## src/rtl/codificador_estado.sv

```systemverilog
// Push-button to 2-bit state-code encoder: 2-flop sync, debounce, one-hot check, registered commit.
// Define CODIFICADOR_SEQ_TRAVADA_EN to accept only the legal successor of the current code.
module codificador_estado #(
  parameter int DEBOUNCE_CYCLES = 1000,
  localparam int CNT_W = (DEBOUNCE_CYCLES > 1) ? $clog2(DEBOUNCE_CYCLES) : 1
) (
  input  logic       clock,
  input  logic       reset,
  input  logic       botao_00,
  input  logic       botao_01,
  input  logic       botao_10,
  output logic [1:0] estado,
  output logic       novo_estado,
  output logic       erro,
  output logic       ocupado,
  output logic [1:0] fsm_estado
);

  typedef enum logic [1:0] {
    OCIOSO        = 2'd0,
    FILTRANDO     = 2'd1,
    CONFIRMA      = 2'd2,
    ESPERA_SOLTAR = 2'd3
  } fsm_t;

  localparam logic [CNT_W-1:0] CNT_MAX = CNT_W'(DEBOUNCE_CYCLES - 1);
  localparam logic [CNT_W-1:0] CNT_ONE = CNT_W'(1);

  fsm_t             state, state_nx;
  logic [2:0]       sync_a, sync_b;
  logic [2:0]       s;
  logic [2:0]       amostra, amostra_nx;
  logic [CNT_W-1:0] contador, contador_nx;
  logic [1:0]       estado_nx;
  logic             novo_nx, erro_nx;
  logic [1:0]       codigo;
  logic             one_hot;
  logic [1:0]       sucessor;
  logic             pedido_ok;

  // Raw buttons are asynchronous; only sync_b is ever looked at by the FSM.
  always_ff @(posedge clock or negedge reset) begin
    if (!reset) begin
      sync_a <= 3'b000;
      sync_b <= 3'b000;
    end else begin
      sync_a <= {botao_10, botao_01, botao_00};
      sync_b <= sync_a;
    end
  end

  assign s = sync_b;

  always_comb begin
    codigo  = 2'b00;
    one_hot = 1'b0;
    case (amostra)
      3'b001: begin codigo = 2'b00; one_hot = 1'b1; end
      3'b010: begin codigo = 2'b01; one_hot = 1'b1; end
      3'b100: begin codigo = 2'b10; one_hot = 1'b1; end
      default: begin codigo = 2'b00; one_hot = 1'b0; end
    endcase
  end

  always_comb begin
    case (estado)
      2'b00:   sucessor = 2'b01;
      2'b01:   sucessor = 2'b10;
      default: sucessor = 2'b00;
    endcase
  end

`ifdef CODIFICADOR_SEQ_TRAVADA_EN
  assign pedido_ok = one_hot && (codigo == sucessor);
`else
  assign pedido_ok = one_hot;
`endif

  always_ff @(posedge clock or negedge reset) begin
    if (!reset) begin
      state       <= OCIOSO;
      amostra     <= 3'b000;
      contador    <= '0;
      estado      <= 2'b00;
      novo_estado <= 1'b0;
      erro        <= 1'b0;
    end else begin
      state       <= state_nx;
      amostra     <= amostra_nx;
      contador    <= contador_nx;
      estado      <= estado_nx;
      novo_estado <= novo_nx;
      erro        <= erro_nx;
    end
  end

  // Strobes default low so each one lasts exactly the cycle after CONFIRMA.
  always_comb begin
    state_nx    = state;
    amostra_nx  = amostra;
    contador_nx = contador;
    estado_nx   = estado;
    novo_nx     = 1'b0;
    erro_nx     = 1'b0;
    case (state)
      OCIOSO: begin
        if (s != 3'b000) begin
          amostra_nx  = s;
          contador_nx = '0;
          state_nx    = FILTRANDO;
        end
      end
      FILTRANDO: begin
        if (s != amostra) begin
          state_nx = OCIOSO;
        end else if (contador == CNT_MAX) begin
          state_nx = CONFIRMA;
        end else begin
          contador_nx = contador + CNT_ONE;
        end
      end
      CONFIRMA: begin
        if (pedido_ok) begin
          estado_nx = codigo;
          novo_nx   = 1'b1;
        end else begin
          erro_nx = 1'b1;
        end
        contador_nx = '0;
        state_nx    = ESPERA_SOLTAR;
      end
      ESPERA_SOLTAR: begin
        // Any activity while waiting for release only restarts the timer.
        if (s != 3'b000) begin
          contador_nx = '0;
        end else if (contador == CNT_MAX) begin
          state_nx = OCIOSO;
        end else begin
          contador_nx = contador + CNT_ONE;
        end
      end
      default: state_nx = OCIOSO;
    endcase
  end

  assign ocupado    = (state != OCIOSO);
  assign fsm_estado = state;

endmodule

```

## config.mk

```make
export PLATFORM = sky130hd
export DESIGN_NAME = codificador_estado
export DESIGN_NICKNAME = d
export VERILOG_FILES = /design/src/rtl/codificador_estado.sv
export SDC_FILE = /design/constraint.sdc
export NUM_CORES = 1
export LEC_CHECK = 0
export ABC_AREA = 1
export CAP_MARGIN = 10
export CORE_ASPECT_RATIO = 1.4
export CORE_UTILIZATION = 50
export DETAILED_ROUTE_END_ITERATION = 8
export GPL_TIMING_DRIVEN = 0
export PLACE_DENSITY = 0.76
export SLEW_MARGIN = 20
export SYNTH_ARGS = -nofsm -noshare
export SYNTH_HDL_FRONTEND = slang
export SYNTH_SLANG_ARGS = --single-unit
```

## constraint.sdc

```tcl
create_clock -name clock -period 1.9 [get_ports clock]
set_clock_uncertainty 0.05 [all_clocks]
set_input_delay 0.19 -clock clock [delete_from_list [all_inputs] [get_ports clock]]
set_output_delay 0.19 -clock clock [all_outputs]
set_load 0.01 [all_outputs]
```

### PDN straps and rails, run 1

Bar = 10 um. Pins as bars on the die edge.
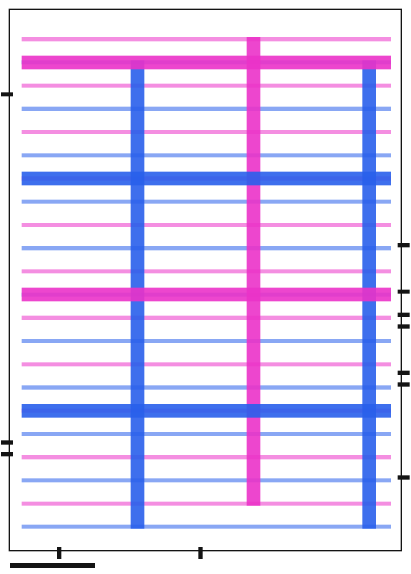
Key: blue = VSS; magenta = VDD
The core has 21 rows. 12 signal pins sit on the boundary. 3 straps on met4. 4 straps on met5. 22 met1 rails follow the rows.

### Cell classes on the final placement, run 1

Bar = 10 um.
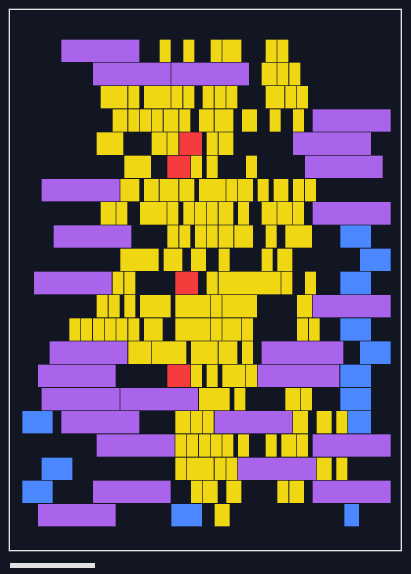
Key: blue = remaining buffers and delay cells [cells 13, share of their area 8.2%]; yellow = combinational and other logic [cells 144, share of their area 48%]; red = clock drivers and dummy loads [cells 4, share of their area 2.0%]; purple = sequential cells [cells 25, share of their area 42%]

### Clock wires, drivers and flops, run 1

Bar = 10 um.
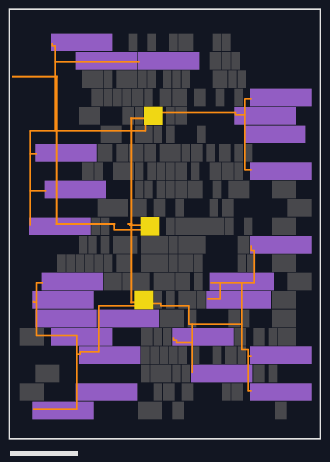
Key: yellow = clock drivers [count 3]; purple = flip-flops [count 25]; orange = clock wires [length 278 um]
Position of the flops: all over the die.

### Routed metal, one color a layer, run 1

Only two layers are drawn.
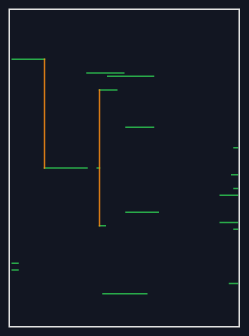
Key: orange = metal 4 [wire length 49.0 um]; green = metal 3 [wire length 71.1 um]

-- run 1: kinds of logic after synthesis --
logic type	count (synthesis)
simple gates	99
flops	25
buf+inv	24
compound gates	15
xor+xnor	5
fa+ha+maj	1
-- run 1: per-layer routing --
| layer | GRT usage [%] | vias up | routed length, um |
|---|---|---|---|
| met1 | 25.9 | 550 | 1100 |
| met2 | 36.3 | 25 | 1370 |
| met3 | 2.29 | 5 | 71 |
| met4 | 9.56 | 0 | 48 |
| li1 | - | 580 | - |
| met5 | 0 | - | 0 |
-- run 1: registers in the layout, indices dropped and copies added (netlist names), named ones only --
signal / flops
contador: 10
fsm_estado: 1
estado: 2
amostra: 3
sync_a: 3
s: 3
novo_estado: 1
erro: 1
-- run 1: how the worst max path moves through the flow --
stage / cells after the start / to
final: 3 / ocupado
after detailed placement: 3 / ocupado
after CTS: 3 / ocupado
after global placement: 3 / ocupado
after global routing: 3 / ocupado
after floorplan: 6 / contador[4]
-- run 1: per-stage QoR --
step | setup slack, ns | instance area (um2) | std cells | power, mW | utilization, %
final | 0.0785 | 1550 | 220 | 1.81 | 62.6
after global routing | 0.000927 | 1550 | 220 | 1.97 | 62.6
after CTS | 0.0394 | 1530 | 218 | 1.80 | 62.0
after detailed placement | 0.184 | 1490 | 214 | 1.54 | 60.4
after global placement | 0.270 | 1490 | 214 | 1.50 | 60.4
after floorplan | 0.576 | 1340 | 169 | 1.27 | -
-- run 1: timing repair --
item,CTS,global route
gates resized,3,1
hold endpoints to repair,0,25
hold buffers,0,1
buffers inserted,0,1
setup endpoints to repair,1,1
pin swaps,0,1
-- run 1: cells in the final DEF (no fill, tap or decap), types with 2 or more instances in the layout --
master	Yosys	routed
o21ai_0	7	7
nand3_2	2	2
clkbuf_4	0	3
nand2_1	51	51
dfrtp_2	0	2
nand4_1	7	7
dfrtp_1	25	23
xnor2_1	2	2
xor2_1	3	3
o21ai_1	2	2
o21ai_2	4	4
clkdlybuf4s50_1	0	10
nor2_1	12	11
nand3_1	19	19
inv_1	21	21
nand2_4	3	3
inv_2	3	3
-- run 1: power by group --
group          switching (mW)  total [mW]  internal, mW  leakage, nW
registers               0.137       0.784         0.647        0.318
logic                   0.464       0.782         0.318        0.436
clock network           0.162       0.243        0.0806       0.0139
-- run 1: area by class of cell --
cell class / count / area (um2)
Clock buffer: 3 / 22.5
Clock inverter: 1 / 7.51
Fill cell: 239 / 925
Inverter: 24 / 90.1
Multi-Input combinational cell: 120 / 632
Sequential cell: 25 / 628
Tap cell: 34 / 42.5
Timing Repair Buffer: 13 / 123
==> CHANGELOG.md, run 1 <==
## Flow update

- Area growth from synthesis to layout: 15.3%
- Cell Area, Synth: approximately 1300 um2
- Chip area line of the yosys report: 1340 um2
- Worst setup startpoint: fsm_estado[0]
- Detailed-route via count: between 1,000 and 1,500
- GP Congestion: around 0.83
- Slowest stage delay, CP: around 0.5 ns
- CP max stage cell: dfrtp_2
- Leakage power: 0.769 nW
- OpenROAD warnings: 26
- Hold EP: sync_a[0]
- Xor+xnor area frac: 3.27%
- Inserted Diodes: 0
- Unique cell types: 22
- Synth top area share: a little under half
- Post-synth ARST share: 100%
- FF-to-FF path depth: 8
- # DRC: 0
- First-pass DRT Iterations: 4
- Root Buffer: clkbuf_4
- Worst R2R Setup Slack: about 0.39 ns
- Sum Neg Setup Slack: 0 ns
- Row cnt: 21
- Max Freq: 549 MHz
- Aggregate global-route resource usage: 21.3%
- Main flop type: dfrtp_1
- TritonCTS Buffers: 3
- Final ANT Viol Nets: 0
- Hold path depth: 1
- Layout cells sized above 1: 12.9%
- CTS H-tree lvls: 1
- Chip width: about 46 um
- Synth Seq Share: 46.7%
- Nets: between 150 and 200
- Worst setup EP type: primary output
- Adders+Majority by Area: less than 1%
- YS warnings: 0
- Simple share: 35.4%
- Crit-path cells: nor2_4 -> inv_1 -> clkdlybuf4s50_1
- FF+latch count, synth: 25
- # Max-Cap Violations: 0
- Total grt overflow: 0
- Setup violators final: 0
- Crit Path Max Fanout: 7
- CTS clk-pin slew, worst paths: ~0.14 ns
- Worst-Skew Late Latency: about 0.33 ns
- Initial DRC count: 26
- Clk sink count: 25
- Antenna violations before repair: 0
- Reg2reg end: contador[4]
- Largest family of logic cells by area: simple AND/OR/NAND/NOR gates
- Worst Setup Start Kind: flip-flop
- Synth Instances: ~170
- Cycle use final: roughly 96%
- Post-Synth AOI/OAI Area: 7.00%
- Outcome: finished, final reports clean
- First-pass GRT wire length: around 4700 um
- CP arrival: approximately 1.6 ns
- Routed WL per cell: 11.8 um
- Worst Path Required: 1.66 ns
- Routed WL: 2590 um
- Reg2reg start: s[2]
- CTS Buffer Depth: 2
- Die ar.: 2890 um2
- Tmin final: 1.82 ns
- FP Util: approximately 54%
- Worst Path Buf+Inv: 2
- Synth Net Count: 175
- Core area: about 2500 um2
- I/O pins: 12
- Most frequent cell after synthesis: nand2_1
- Top post-synthesis cells by count: nand2_1, dfrtp_1, inv_1
==> run 1 -> run 2 <==
--- a/config.mk
+++ b/config.mk
@@ -6,8 +6,9 @@
 export NUM_CORES = 1
 export LEC_CHECK = 0
 export ABC_AREA = 1
+export ABC_CLOCK_PERIOD_IN_PS = 1900
 export CAP_MARGIN = 10
-export CORE_ASPECT_RATIO = 1.4
+export CORE_MARGIN = 4
 export CORE_UTILIZATION = 50
 export DETAILED_ROUTE_END_ITERATION = 8
 export GPL_TIMING_DRIVEN = 0
### Cell classes on the final placement, run 2

Bar = 20 um.
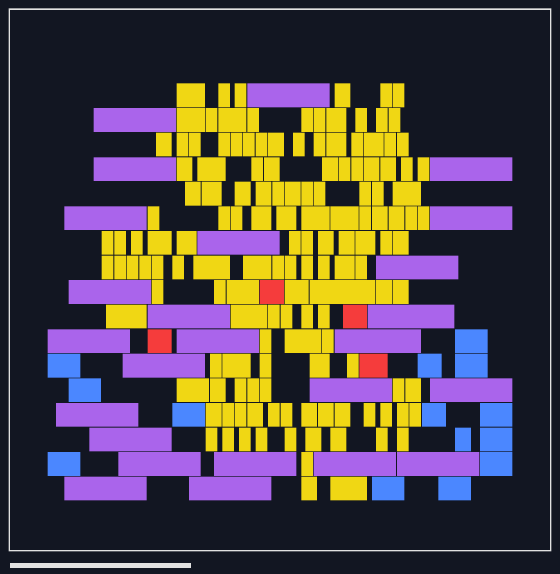
Key: red = clock drivers and dummy loads [cells 4, share of their area 2.1%]; purple = sequential cells [cells 25, share of their area 42%]; yellow = combinational and other logic [cells 144, share of their area 48%]; blue = remaining buffers and delay cells [cells 14, share of their area 8.6%]

==> CHANGELOG.md, run 2 <==
## Flow update

- Outcome: finished, final reports clean
- Leakage power: 0.778 nW
- Aggregate global-route resource usage: approximately 19%
- Switch Pwr: between 0.7 and 0.8 mW
- OpenROAD warnings: 26
- Initial DRC count: approximately 66
- Die ar.: 3570 um2
- Tmin final: ~1.8 ns
- CP max stage cell: dfrtp_2
- Combinational share of power: roughly 45%
- Setup ws final: roughly 0.11 ns
- Worst setup EP type: primary output
- Number of flip-flops in the largest register: 10
- CTS H-tree lvls: 1
- Synth Instances: ~170
- Post-Synth AOI/OAI Area: between 7 and 8%
- Crit-path cells: nor2_4 -> inv_1 -> clkdlybuf4s50_1
- Detailed-route via count: 1,148
- Slowest stage delay, CP: roughly 0.50 ns
- Post-synth ARST share: 100%
- Fillers: roughly 220
- Sw frac: 42.5%
- Reg2reg end: contador[4]
- Final ANT Viol Nets: 0
- Most common logic cells in the final layout: nand2_1, dfrtp_1, inv_1
- Nets: about 190
- Worst R2R Setup Slack: 0.37 ns
- Cycle use final: 94.4%
- Simple share: a little over a third
- Routed WL: 2760 um
- Clock Power Share: between 10% and 20%
- # Max-Cap Violations: 0
- YS warnings: 0
- First-pass GRT wire length: 4950 um
- Worst Setup Start Kind: flip-flop
- Synth top area share: between 40% and 50%
- Unique cell types: 22
- Most frequent cell after synthesis: nand2_1
- Chip area line of the yosys report: roughly 1300 um2
- Met3 GRT Util: ~4.8%
- Synth Seq Share: between 40% and 50%
- GR Util met2: about a third
- Core area: 2520 um2
- Worst-Skew Late Latency: around 0.32 ns
- Critical Path End: ocupado
- GP Congestion: 0.929
- FF+latch count, synth: 25
- Routed WL per cell: 12.7 um
- CP arrival: 1.55 ns
- I/O pins: 12
- Worst Path Required: approximately 1.7 ns
- Reg power frac: about two fifths
- Synth Net Count: roughly 180
- Cell Area, Synth: 1340 um2
- Sum Neg Setup Slack: 0 ns
- Utilization after layout: about three fifths
- Max Freq: about 560 MHz
- Reg2reg start: s[2]
- First-pass DRT Iterations: 4
- Worst Path Buf+Inv: 2
- Layout cells sized above 1: a little over an eighth
- Root Buffer: clkbuf_4
- Area growth from synthesis to layout: 15.6%
- TritonCTS Buffers: 3
- Main flop type: dfrtp_1
- Antenna violations before repair: 0
- CTS Buffer Depth: 2
- Crit Path Max Fanout: 7
- FF-to-FF path depth: 8
- FP Util: ~53%
- Inserted Diodes: 0
- # DRC: 0
- Adders+Majority by Area: less than 1%
## run 2: cell types whose count changed in the layout (fill, tap and decap cells not counted), sizes merged
cell,previous run,this run
inv,24,25
buf,2,3
clkinvlp,1,0
## run 2: cells by family after synthesis
kind of cell / count (synthesis)
XOR/XNOR: 5
AND-OR/OR-AND: 15
buffers and inverters: 24
adder cells (fa/ha/maj): 1
AND/OR/NAND/NOR: 99
flip-flops: 25
## run 2: worst min path at each step
stage	start	to	slack (ns)	depth (start not counted)
after floorplan	reset	async pin	-0.16	0
after global placement	sync_a[0]	s[0]	0.28	0
after detailed placement	sync_a[0]	s[0]	0.29	0
after CTS	botao_10	sync_a[2]	0.21	1
after global routing	botao_01	sync_a[1]	0.20	1
final	botao_10	sync_a[2]	0.23	1
## run 2: cell type report
class | instances | area [um2] | area share, %
Clock buffer | 3 | 22.5 | 1.45
Inverter | 24 | 90.1 | 5.82
Tap cell | 30 | 37.5 | 2.42
Clock inverter | 1 | 8.76 | 0.565
Sequential cell | 25 | 628 | 40.5
Timing Repair Buffer | 14 | 130 | 8.40
Multi-Input combinational cell | 120 | 632 | 40.8
## run 2: power by group through the flow
stage	logic [mW]	clock network (mW)	registers (mW)
final	0.836	0.253	0.764
after global routing	0.933	0.290	0.783
after CTS	0.783	0.265	0.768
after detailed placement	0.770	0	0.774
after global placement	0.738	0	0.765
after floorplan	0.493	0	0.778
## run 2: metal layers
layer	up-vias	part of all wire [%]
li1	583	-
met1	528	44
met2	31	49
met3	6	4.6
met4	0	1.9
met5	-	0
## run 2: per-stage QoR
| step | total power, mW | instance area, um2 | instances |
|---|---|---|---|
| final | 1.85 | 1550 | 217 |
| after detailed placement | 1.54 | 1490 | 210 |
| after global placement | 1.50 | 1490 | 210 |
| after CTS | 1.82 | 1520 | 214 |
| after global routing | 2.01 | 1550 | 217 |
| after floorplan | 1.27 | 1340 | 169 |
## run 2: what timing repair did
action	in CTS	in global routing
hold buffers	0	1
endpoints found under the hold margin	0	25
pin swaps	0	0
setup endpoints to repair	1	1
resized	2	2
setup buffers	0	2
Power is estimated from default activity; no workload was simulated.
